File: src/rtl/dark_busarb_if.sv
// Bus bundle for the two-master / one-slave arbiter.
// The arbiter acts as the slave of both masters, so it takes the slave modport.
interface dark_busarb_if #(
   parameter int AW = 32
);
   logic          M0_REQ;
   logic          M0_WR;
   logic [AW-1:0] M0_ADDR;
   logic [31:0]   M0_WDATA;
   logic [31:0]   M0_RDATA;
   logic          M0_ACK;

   logic          M1_REQ;
   logic          M1_WR;
   logic [AW-1:0] M1_ADDR;
   logic [31:0]   M1_WDATA;
   logic [31:0]   M1_RDATA;
   logic          M1_ACK;

   logic          S_EN;
   logic          S_WR;
   logic [AW-1:0] S_ADDR;
   logic [31:0]   S_WDATA;
   logic [31:0]   S_RDATA;

   logic [1:0]    GNT;

   modport slave (
      input  M0_REQ, M0_WR, M0_ADDR, M0_WDATA,
      output M0_RDATA, M0_ACK,
      input  M1_REQ, M1_WR, M1_ADDR, M1_WDATA,
      output M1_RDATA, M1_ACK,
      output S_EN, S_WR, S_ADDR, S_WDATA,
      input  S_RDATA,
      output GNT
   );

   modport master (
      output M0_REQ, M0_WR, M0_ADDR, M0_WDATA,
      input  M0_RDATA, M0_ACK,
      output M1_REQ, M1_WR, M1_ADDR, M1_WDATA,
      input  M1_RDATA, M1_ACK,
      input  S_EN, S_WR, S_ADDR, S_WDATA,
      output S_RDATA,
      input  GNT
   );
endinterface

File: src/rtl/dark_busarb.sv
// Two-master round-robin arbiter in front of a single slave with WAITS extra
// wait cycles per access; one transaction every WAITS+3 cycles.
module dark_busarb #(
   parameter int WAITS = 1,
   parameter int AW    = 32
) (
   input  logic         CLK,
   input  logic         RES,
   dark_busarb_if.slave bus
);

   typedef enum logic [1:0] {
      IDLE,
      BUSY,
      DONE
   } state_t;

   state_t        r_state;
   state_t        w_nextState;

   logic [3:0]    r_cnt;
   logic          r_last;
   logic [1:0]    r_gnt;
   logic          r_sWr;
   logic [AW-1:0] r_sAddr;
   logic [31:0]   r_sWdata;
   logic [31:0]   r_m0Rdata;
   logic [31:0]   r_m1Rdata;

   logic          w_grant;
   logic          w_winner;
   logic          w_lastBeat;
   logic          w_sEn;
   logic          w_m0Ack;
   logic          w_m1Ack;

   always_ff @(posedge CLK) begin
      if (!RES) begin
         r_state <= IDLE;
      end else begin
         r_state <= w_nextState;
      end
   end

   // w_winner: 0 selects M0, 1 selects M1; on a tie the master that did not go last wins
   always_comb begin
      w_nextState = r_state;
      w_grant     = 1'b0;
      w_winner    = 1'b0;
      w_lastBeat  = 1'b0;
      w_sEn       = 1'b0;
      w_m0Ack     = 1'b0;
      w_m1Ack     = 1'b0;
      case (r_state)
         IDLE: begin
            if (bus.M0_REQ || bus.M1_REQ) begin
               w_grant     = 1'b1;
               w_nextState = BUSY;
               if (bus.M0_REQ && bus.M1_REQ) begin
                  w_winner = ~r_last;
               end else begin
                  w_winner = bus.M1_REQ;
               end
            end
         end
         BUSY: begin
            w_sEn = 1'b1;
            if (r_cnt == 4'd0) begin
               w_lastBeat  = 1'b1;
               w_nextState = DONE;
            end
         end
         DONE: begin
            w_m0Ack     = r_gnt[0];
            w_m1Ack     = r_gnt[1];
            w_nextState = IDLE;
         end
         default: begin
            w_nextState = IDLE;
         end
      endcase
   end

   always_ff @(posedge CLK) begin
      if (!RES) begin
         r_cnt     <= 4'd0;
         r_last    <= 1'b1;
         r_gnt     <= 2'b00;
         r_sWr     <= 1'b0;
         r_sAddr   <= '0;
         r_sWdata  <= 32'd0;
         r_m0Rdata <= 32'd0;
         r_m1Rdata <= 32'd0;
      end else begin
         if (w_grant) begin
            r_gnt    <= w_winner ? 2'b10 : 2'b01;
            r_last   <= w_winner;
            r_cnt    <= 4'(WAITS);
            r_sWr    <= w_winner ? bus.M1_WR    : bus.M0_WR;
            r_sAddr  <= w_winner ? bus.M1_ADDR  : bus.M0_ADDR;
            r_sWdata <= w_winner ? bus.M1_WDATA : bus.M0_WDATA;
         end else if (w_sEn && !w_lastBeat) begin
            r_cnt <= r_cnt - 4'd1;
         end
         // Read data is only valid on the final slave cycle
         if (w_lastBeat && !r_sWr) begin
            if (r_gnt[0]) begin
               r_m0Rdata <= bus.S_RDATA;
            end
            if (r_gnt[1]) begin
               r_m1Rdata <= bus.S_RDATA;
            end
         end
         if (r_state == DONE) begin
            r_gnt <= 2'b00;
         end
      end
   end

   assign bus.S_EN     = w_sEn;
   assign bus.S_WR     = r_sWr;
   assign bus.S_ADDR   = r_sAddr;
   assign bus.S_WDATA  = r_sWdata;
   assign bus.M0_ACK   = w_m0Ack;
   assign bus.M1_ACK   = w_m1Ack;
   assign bus.M0_RDATA = r_m0Rdata;
   assign bus.M1_RDATA = r_m1Rdata;
   assign bus.GNT      = r_gnt;

endmodule
File: src/flat_wrapper.sv
// flat-port wrapper written by rule: the top's interface ports become plain ports
module dark_busarb_flat 
#(
   parameter int WAITS = 1,
   parameter int AW    = 32
)
  (CLK, RES, bus_M0_REQ, bus_M0_WR, bus_M0_ADDR, bus_M0_WDATA, bus_M0_RDATA, bus_M0_ACK, bus_M1_REQ, bus_M1_WR, bus_M1_ADDR, bus_M1_WDATA, bus_M1_RDATA, bus_M1_ACK, bus_S_EN, bus_S_WR, bus_S_ADDR, bus_S_WDATA, bus_S_RDATA, bus_GNT);
  dark_busarb_if #(.AW(AW)) bus_i ();
  input  logic CLK;
  input  logic RES;
  input wire logic [$bits(bus_i.M0_REQ)-1:0] bus_M0_REQ;
  input wire logic [$bits(bus_i.M0_WR)-1:0] bus_M0_WR;
  input wire logic [$bits(bus_i.M0_ADDR)-1:0] bus_M0_ADDR;
  input wire logic [$bits(bus_i.M0_WDATA)-1:0] bus_M0_WDATA;
  output wire logic [$bits(bus_i.M0_RDATA)-1:0] bus_M0_RDATA;
  output wire logic [$bits(bus_i.M0_ACK)-1:0] bus_M0_ACK;
  input wire logic [$bits(bus_i.M1_REQ)-1:0] bus_M1_REQ;
  input wire logic [$bits(bus_i.M1_WR)-1:0] bus_M1_WR;
  input wire logic [$bits(bus_i.M1_ADDR)-1:0] bus_M1_ADDR;
  input wire logic [$bits(bus_i.M1_WDATA)-1:0] bus_M1_WDATA;
  output wire logic [$bits(bus_i.M1_RDATA)-1:0] bus_M1_RDATA;
  output wire logic [$bits(bus_i.M1_ACK)-1:0] bus_M1_ACK;
  output wire logic [$bits(bus_i.S_EN)-1:0] bus_S_EN;
  output wire logic [$bits(bus_i.S_WR)-1:0] bus_S_WR;
  output wire logic [$bits(bus_i.S_ADDR)-1:0] bus_S_ADDR;
  output wire logic [$bits(bus_i.S_WDATA)-1:0] bus_S_WDATA;
  input wire logic [$bits(bus_i.S_RDATA)-1:0] bus_S_RDATA;
  output wire logic [$bits(bus_i.GNT)-1:0] bus_GNT;
  assign bus_i.M0_REQ = bus_M0_REQ;
  assign bus_i.M0_WR = bus_M0_WR;
  assign bus_i.M0_ADDR = bus_M0_ADDR;
  assign bus_i.M0_WDATA = bus_M0_WDATA;
  assign bus_M0_RDATA = bus_i.M0_RDATA;
  assign bus_M0_ACK = bus_i.M0_ACK;
  assign bus_i.M1_REQ = bus_M1_REQ;
  assign bus_i.M1_WR = bus_M1_WR;
  assign bus_i.M1_ADDR = bus_M1_ADDR;
  assign bus_i.M1_WDATA = bus_M1_WDATA;
  assign bus_M1_RDATA = bus_i.M1_RDATA;
  assign bus_M1_ACK = bus_i.M1_ACK;
  assign bus_S_EN = bus_i.S_EN;
  assign bus_S_WR = bus_i.S_WR;
  assign bus_S_ADDR = bus_i.S_ADDR;
  assign bus_S_WDATA = bus_i.S_WDATA;
  assign bus_i.S_RDATA = bus_S_RDATA;
  assign bus_GNT = bus_i.GNT;
  dark_busarb #(.WAITS(WAITS), .AW(AW)) u_core (.CLK(CLK), .RES(RES), .bus(bus_i));
endmodule
File: config.mk
export PLATFORM = sky130hd
export DESIGN_NAME = dark_busarb_flat
export DESIGN_NICKNAME = d
export VERILOG_FILES = /design/src/rtl/dark_busarb_if.sv /design/src/rtl/dark_busarb.sv /design/src/flat_wrapper.sv
export SDC_FILE = /design/constraint.sdc
export NUM_CORES = 1
export LEC_CHECK = 0
export ABC_AREA = 0
export ABC_CLOCK_PERIOD_IN_PS = 1600
export CAP_MARGIN = 20
export CORE_MARGIN = 5
export CORE_UTILIZATION = 40
export CTS_CLUSTER_DIAMETER = 80
export DETAILED_ROUTE_END_ITERATION = 7
export PLACE_DENSITY = 0.77
export SLEW_MARGIN = 20
export SYNTH_ARGS = -nofsm -noshare
export SYNTH_HDL_FRONTEND = slang
export SYNTH_SLANG_ARGS = --single-unit
File: constraint.sdc
create_clock -name CLK -period 1.6 [get_ports CLK]
set_input_delay 0.32 -clock CLK [delete_from_list [all_inputs] [get_ports CLK]]
set_output_delay 0.32 -clock CLK [all_outputs]
set_load 0.01 [all_outputs]
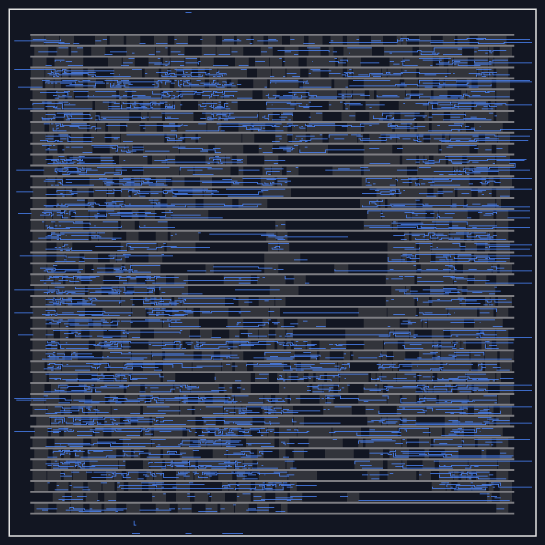
**Above:** run 1 (metal 1).
Drawn at 4 px/µm. Supply wires on this layer in grey.
share of all routed wire = 37%
wire length on this layer = 8,210 µm
main direction = horizontal
nets with wire on the layer = 966
total via count after detailed routing: 6,416
overall routed net length: 22.1 mm
met1 track demand over resource in global routing: 27.5%

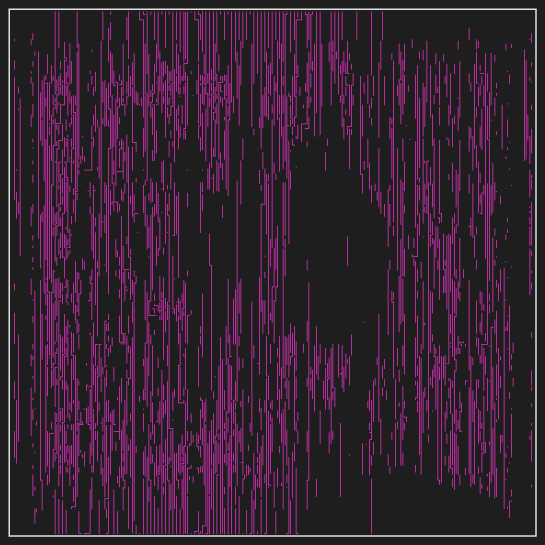
**Above:** run 1 (the metal 2 layer).
Drawn at 4 px/µm.
longest straight run = 61.5 µm
nets with wire on the layer = 971
wire length on this layer = 10,900 µm
share of all routed wire = 49%
main direction = vertical
GR Layer Usage met2: 41.0%

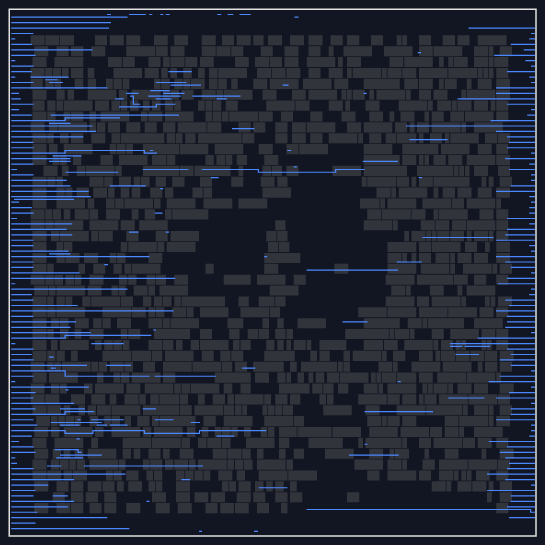
**Above:** run 1 (metal 3).
Drawn at 4 px/µm.
wire length on this layer = 2,320 µm
share of all routed wire = 10%
longest straight run = 55.9 µm
met3 track demand over resource in global routing: 9.17%

==> metrics.log, run 1 <==
[flow] final metrics
[metrics] outcome: complete, but fails checks
[metrics] Startpoint Class: flip-flop
[metrics] Std-Cell Core Area: 14,500 µm²
[metrics] detailed-routed wire length on met2: 10.9 mm
[metrics] failing checks: setup timing
[metrics] number of antenna violations at the first check in global routing: 1
[metrics] Top class by area: non-clock buffers
[metrics] Leakage Power: 0.00458 µW
[metrics] post-synth top area share: 46.9%
[metrics] floorplan utilization: 40.7%
[metrics] portion of total power attributed to the clock network: 42.2%
[metrics] most heavily used metal layer in global routing: met2
[metrics] Final non-clock buffer share: 34.1%
[metrics] CP Capture Point: u_core.bus.M0_RDATA[7]$_SDFFE_PN0P_
[metrics] actual slew at the worst max-slew pin: 0.498 ns
[metrics] Clock group: 4310 µW
[metrics] RSZ-0062 raised after global routing: yes
[metrics] post-route design area: 9830 µm²
[metrics] Max-Slew Margin vs Limit: 66.8%
[metrics] site row count: 44
[metrics] Worst R2R Start: u_core.r_cnt[0]$_SDFFE_PN0P_
[metrics] area of the chip: 17,300 µm²
[metrics] fraction of registers with async set/reset: 0%
[metrics] worst path setup slack after routing: -0.00771 ns
[metrics] Top Consumer: clock
[metrics] hold violation total from the final report: 0
[metrics] setup slack, reg-to-reg: -0.008 ns
[metrics] Multi-In Gates: 450
[metrics] Main logic family: simple AND/OR/NAND/NOR gates
[metrics] final slew viol count: 0
[metrics] total power: 10,200 µW
[metrics] fmax: 622 MHz
[metrics] CTS tree: yes
[metrics] PD cells: 1040 nW/µm²
[metrics] power share of the sequential group: 37.1%
[metrics] Hold Crit Depth: 2
[metrics] final-report setup violation count: 10
[metrics] placer congestion estimate: 0.862
[metrics] chip area estimate from yosys synthesis: 5890 µm²
[metrics] layout-stage area growth over the synthesis result: 67.0%
[metrics] final critical-path share of the clock period: 100%
[metrics] largest area contributor in the synthesized netlist: dfxtp_1
[metrics] most common logic cells in the final layout: 163 x clkdlybuf4s50_1, 135 x dfxtp_1, 131 x dlygate4sd2_1
[metrics] Sequential Power: 3800 µW
[metrics] FF+latch area: 2770 µm²
[metrics] final worst hold slack: 0.257 ns
[metrics] Setup Skew: 0.0161 ns
[metrics] cell count after placement: 1,120
[metrics] worst-case reg-to-reg path depth: 6
**Run 1: the metal 4 layer**

Drawn at 3 px/µm. Supply wires on this layer in grey.
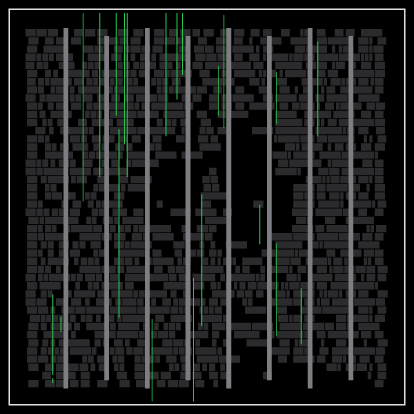

## Run 2: what changed since run 1
--- a/config.mk
+++ b/config.mk
@@ -8,9 +8,11 @@
 export ABC_AREA = 0
 export ABC_CLOCK_PERIOD_IN_PS = 1600
 export CAP_MARGIN = 20
+export CORE_ASPECT_RATIO = 0.75
 export CORE_MARGIN = 5
 export CORE_UTILIZATION = 40
 export CTS_CLUSTER_DIAMETER = 80
+export CTS_CLUSTER_SIZE = 25
 export DETAILED_ROUTE_END_ITERATION = 7
 export PLACE_DENSITY = 0.77
 export SLEW_MARGIN = 20
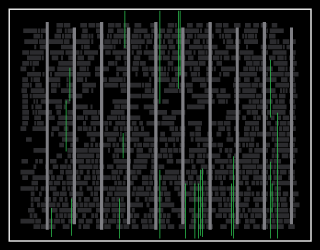
**Above:** run 2 (the metal 4 layer).
Drawn at 2 px/µm. Supply wires on this layer in grey.
wire length on this layer = 634 µm
share of all routed wire = 2.8%
nets with wire on the layer = 20

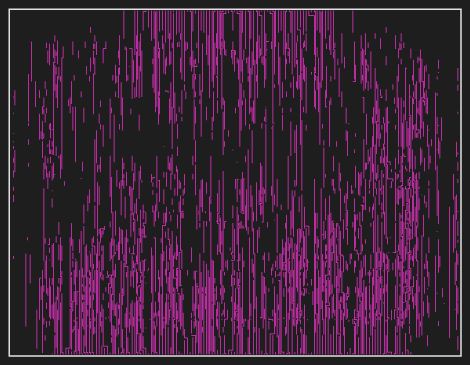
**Above:** run 2 (the metal 2 layer).
Drawn at 3 px/µm.
wire length on this layer = 10,800 µm
nets with wire on the layer = 972
longest straight run = 58.3 µm
share of all routed wire = 47%
main direction = vertical

==> run 2 against run 1 <==
Compared with the run above:
- the run now ends clean
- die area is 0.15% higher
- sequential share of layout area is 0.12 points higher
- clock power is 7.2% lower
- clock skew is 0.0064 ns lower
- non-clock buffer count is 2 higher
- worst setup slack better by 0.045 ns
- global-route usage is 1.4 points higher
- first-iteration DRC count is 35% higher
- combinational power hardly changed
- final area is 0.47% lower
- critical path depth stayed put
- area after synthesis stayed put
- critical endpoint is now u_core.bus.M1_RDATA[7]$_SDFFE_PN0P_
==> metrics.log, run 2 <==
[flow] final metrics
[metrics] overall routed net length: 22.8 mm
[metrics] FF+latch area: 2770 µm²
[metrics] post-synth top area share: 46.9%
[metrics] worst path setup slack after routing: 0.0374 ns
[metrics] RSZ-0062 raised after global routing: yes
[metrics] Startpoint Class: flip-flop
[metrics] chip area estimate from yosys synthesis: 5890 µm²
[metrics] GR Layer Usage met2: 41.1%
[metrics] Sequential Power: 3790 µW
[metrics] most common logic cells in the final layout: 162 x clkdlybuf4s50_1, 136 x dfxtp_1, 130 x dlygate4sd2_1
[metrics] area of the chip: 17,300 µm²
[metrics] Std-Cell Core Area: 14,500 µm²
[metrics] outcome: completed
[metrics] worst-case reg-to-reg path depth: 6
[metrics] Setup Skew: 0.00971 ns
[metrics] most heavily used metal layer in global routing: met2
[metrics] fmax: 640 MHz
[metrics] final-report setup violation count: 0
[metrics] floorplan utilization: 40.7%
[metrics] Worst R2R Start: u_core.r_cnt[0]$_SDFFE_PN0P_
[metrics] fraction of registers with async set/reset: 0%
[metrics] Multi-In Gates: 450
Power figures rest on the tool's default switching activity, not on a simulated workload.
